===== config.mk =====
export PLATFORM = sky130hd
export DESIGN_NAME = ysyx_23060236_wbu
export DESIGN_NICKNAME = d
export VERILOG_FILES = /design/src/rtl/ysyx_23060236_wbu.sv
export SDC_FILE = /design/constraint.sdc
export NUM_CORES = 1
export LEC_CHECK = 0
export CAP_MARGIN = 20
export CORE_MARGIN = 3
export CORE_UTILIZATION = 46
export CTS_BUF_LIST = sky130_fd_sc_hd__clkbuf_16
export CTS_CLUSTER_DIAMETER = 120
export DETAILED_ROUTE_END_ITERATION = 16
export GPL_TIMING_DRIVEN = 0
export PLACE_DENSITY = 0.87
export SKIP_CTS_REPAIR_TIMING = 1
export SLEW_MARGIN = 20
export SYNTH_ARGS = -nofsm -noshare
export SYNTH_HDL_FRONTEND = slang
export SYNTH_SLANG_ARGS = --single-unit

===== constraint.sdc =====
create_clock -name clock -period 8.1 [get_ports clock]
set_input_delay 2.025 -clock clock [delete_from_list [all_inputs] [get_ports clock]]
set_output_delay 2.025 -clock clock [all_outputs]
set_load 0.01 [all_outputs]

===== src/rtl/ysyx_23060236_wbu.sv =====
// Write-back unit: commits one instruction result to the register file and CSR file,
// then hands the next PC to fetch. One instruction in flight: IDLE -> EXEC -> REDIRECT.
module ysyx_23060236_wbu #(
    parameter logic [31:0] RESET_PC = 32'h30000000
) (
    input  logic        clock,
    input  logic        reset,
    input  logic        in_valid,
    output logic        in_ready,
    input  logic [31:0] in_pc,
    input  logic [4:0]  in_rd,
    input  logic [31:0] in_alu_res,
    input  logic [31:0] in_rs1,
    input  logic [1:0]  in_csr_op,
    input  logic [11:0] in_csr_addr,
    input  logic        in_ecall,
    input  logic        in_mret,
    input  logic        in_br_taken,
    output logic [11:0] csr_imm,
    output logic [31:0] csr_wdata,
    output logic        csr_enable,
    output logic        csr_ecall,
    output logic        csr_mret,
    output logic [31:0] csr_epc,
    output logic        csr_valid,
    input  logic [31:0] csr_rdata,
    input  logic [31:0] csr_jump,
    output logic        rf_wen,
    output logic [4:0]  rf_waddr,
    output logic [31:0] rf_wdata,
    output logic [31:0] out_pc,
    output logic        out_valid,
    input  logic        out_ready
);

    typedef enum logic [1:0] {IDLE, EXEC, REDIRECT} state_t;

    state_t      state, next_state;
    logic [31:0] pc_q, alu_q, rs1_q, npc_q, pc_plus4;
    logic [4:0]  rd_q;
    logic [1:0]  op_q;
    logic [11:0] addr_q;
    logic        ecall_q, mret_q, br_q;
    logic        is_ecall, is_mret;
    logic [31:0] wdata_calc, next_pc;

    // Reset from any state lands in REDIRECT so fetch always gets RESET_PC first.
    always_ff @(posedge clock) begin
        if (reset) state <= REDIRECT;
        else       state <= next_state;
    end

    always_comb begin
        next_state = state;
        case (state)
            IDLE:     if (in_valid) next_state = EXEC;
            EXEC:     next_state = REDIRECT;
            REDIRECT: if (out_ready) next_state = IDLE;
            default:  next_state = IDLE;
        endcase
    end

    always_ff @(posedge clock) begin
        if (in_valid && in_ready) begin
            pc_q    <= in_pc;
            rd_q    <= in_rd;
            alu_q   <= in_alu_res;
            rs1_q   <= in_rs1;
            op_q    <= in_csr_op;
            addr_q  <= in_csr_addr;
            ecall_q <= in_ecall;
            mret_q  <= in_mret;
            br_q    <= in_br_taken;
        end
    end

    // A CSR op suppresses ecall/mret; ecall wins over mret.
    assign pc_plus4 = pc_q + 32'd4;
    assign is_ecall = ecall_q && (op_q == 2'b00);
    assign is_mret  = mret_q && !ecall_q && (op_q == 2'b00);

    always_comb begin
        case (op_q)
            2'b01:   wdata_calc = rs1_q;
            2'b10:   wdata_calc = csr_rdata | rs1_q;
            2'b11:   wdata_calc = csr_rdata & ~rs1_q;
            default: wdata_calc = 32'd0;
        endcase
    end

    always_comb begin
        if (is_ecall || is_mret) next_pc = csr_jump;
        else if (br_q)           next_pc = alu_q;
        else                     next_pc = pc_plus4;
    end

    always_ff @(posedge clock) begin
        if (reset)              npc_q <= RESET_PC;
        else if (state == EXEC) npc_q <= next_pc;
    end

    // Every strobe is masked by reset so an aborted instruction never commits.
    always_comb begin
        in_ready   = 1'b0;
        out_valid  = 1'b0;
        csr_valid  = 1'b0;
        csr_enable = 1'b0;
        csr_ecall  = 1'b0;
        csr_mret   = 1'b0;
        rf_wen     = 1'b0;
        if (!reset) begin
            case (state)
                IDLE: in_ready = 1'b1;
                EXEC: begin
                    csr_valid  = 1'b1;
                    csr_enable = (op_q != 2'b00);
                    csr_ecall  = is_ecall;
                    csr_mret   = is_mret;
                    rf_wen     = (rd_q != 5'd0);
                end
                REDIRECT: out_valid = 1'b1;
                default: ;
            endcase
        end
    end

    assign csr_imm   = addr_q;
    assign csr_epc   = pc_q;
    assign csr_wdata = (state == EXEC) ? wdata_calc : 32'd0;
    assign rf_waddr  = rd_q;
    // Old CSR value goes to rd, matching csrr* read-before-write semantics.
    assign rf_wdata  = (op_q != 2'b00) ? csr_rdata : (br_q ? pc_plus4 : alu_q);
    assign out_pc    = npc_q;

endmodule


==> Implementation_results.wiki <==
=== Physical design figures ===
{| class="wikitable"
! Metric !! Value
|-
| Run status || finished, final reports clean
|-
| Floorplan row count || 46
|-
| Logic share of the area || 0.251
|-
| Number of ordinary and repair buffers in the finished layout || 392
|-
| Worst Path Max Fanout || 8
|-
| Setup Viol. Count Final || 0
|-
| Length of the first detailed-routing pass in iterations || 8
|-
| Count leader, synth || sky130_fd_sc_hd__edfxtp_1
|-
| Sum of net half-perimeters after detailed placement || 23.9 mm
|-
| Clock share of power || 0.424
|-
| Leading cell kind || flip-flops and latches
|-
| Largest area contributor in the netlist || sky130_fd_sc_hd__edfxtp_1
|-
| Clock-cell share of area || 0.0508
|-
| Routed length per instance || 24.0 um
|-
| Start point of the worst min-delay path || out_pc[1]
|-
| Number of flip-flops and latches || 152
|-
| Number of global-route vias before repair || 7605
|-
| Proportion of total power due to net switching || 0.235
|-
| Cells in synth_stat.txt || 717
|-
| Post-synth cell types || 60
|-
| Storage element area || 4220 sq um
|}
layer usage:
| metal | GRT usage | up-vias | wire [um] |
|---|---|---|---|
| li1 | - | 3395 | - |
| met2 | 0.561 | 494 | 15200 |
| met3 | 0.119 | 74 | 3520 |
| met1 | 0.403 | 3706 | 11400 |
| met4 | 0.151 | 0 | 1220 |
| met5 | 0 | - | 0 |
state kept, by name (all words and copies together) (netlist names), 2 cells and up:
register	cells
alu_q	32
out_pc	32
rs1_q	32
csr_epc	32
op_q	2
rf_waddr	5
state	2
csr_imm	12
cells by family after synthesis:
kind of cell / synth area share
XOR/XNOR: 0.0220
adder cells (fa/ha/maj): 0.00166
multiplexers: 0.0610
buffers and inverters: 0.0472
AND/OR/NAND/NOR: 0.140
flip-flops: 0.559
AND-OR/OR-AND: 0.169
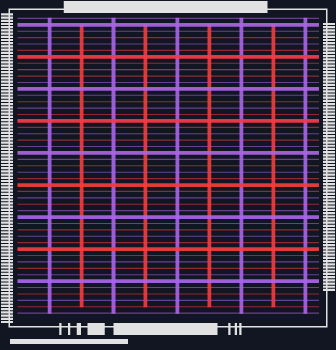
*Floorplan with the power grid*
Scale bar: 50 um. Pins as bars on the die edge.
VSS: shown in purple. VDD: shown in red.
9 straps on met5. The core has 46 rows. 9 straps on met4. 338 signal pins sit on the boundary.
peak ir drop on the vdd network: 138 uV
height of the die: 134 um
width of the die: 134 um

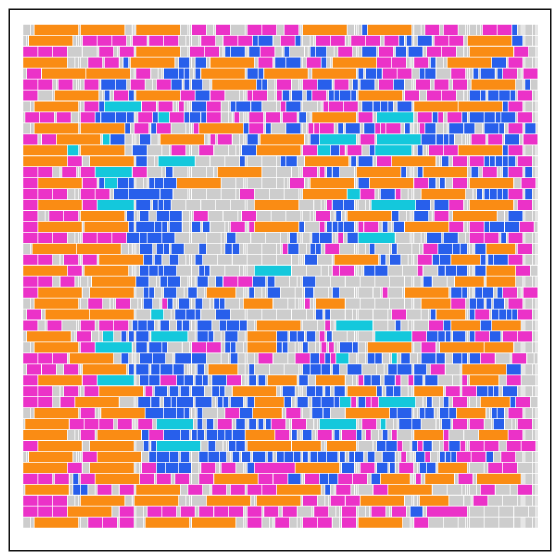
*Placement by cell class*
Fill, decap, tap and diode cells in grey.
clock drivers and dummy loads: shown in cyan, cells 32, share of their area 5.2%. flops: shown in orange, cells 152, share of their area 36%. combinational and other logic: shown in blue, cells 512, share of their area 27%. other buffers and delay cells: shown in magenta, cells 392, share of their area 31%.

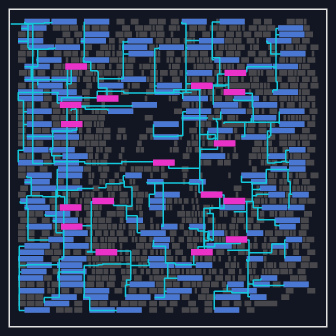
*Clock wires, drivers and flops*
clock wires: shown in cyan, length 2020 um. flip-flops: shown in blue, count 152. clock drivers: shown in magenta, count 17.
There are 18 routed clock nets. Position of the flops: all over the die.

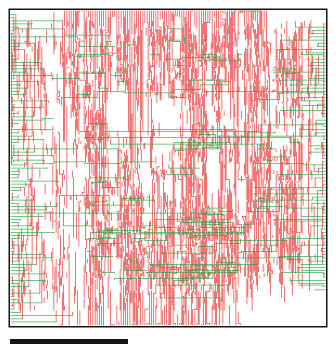
*Wiring by layer*
Scale bar: 50 um. Only two layers are drawn.
metal 2: shown in red, wire length 15200 um. metal 3: shown in green, wire length 3520 um.

Power figures rest on the tool's default switching activity, not on a simulated workload.
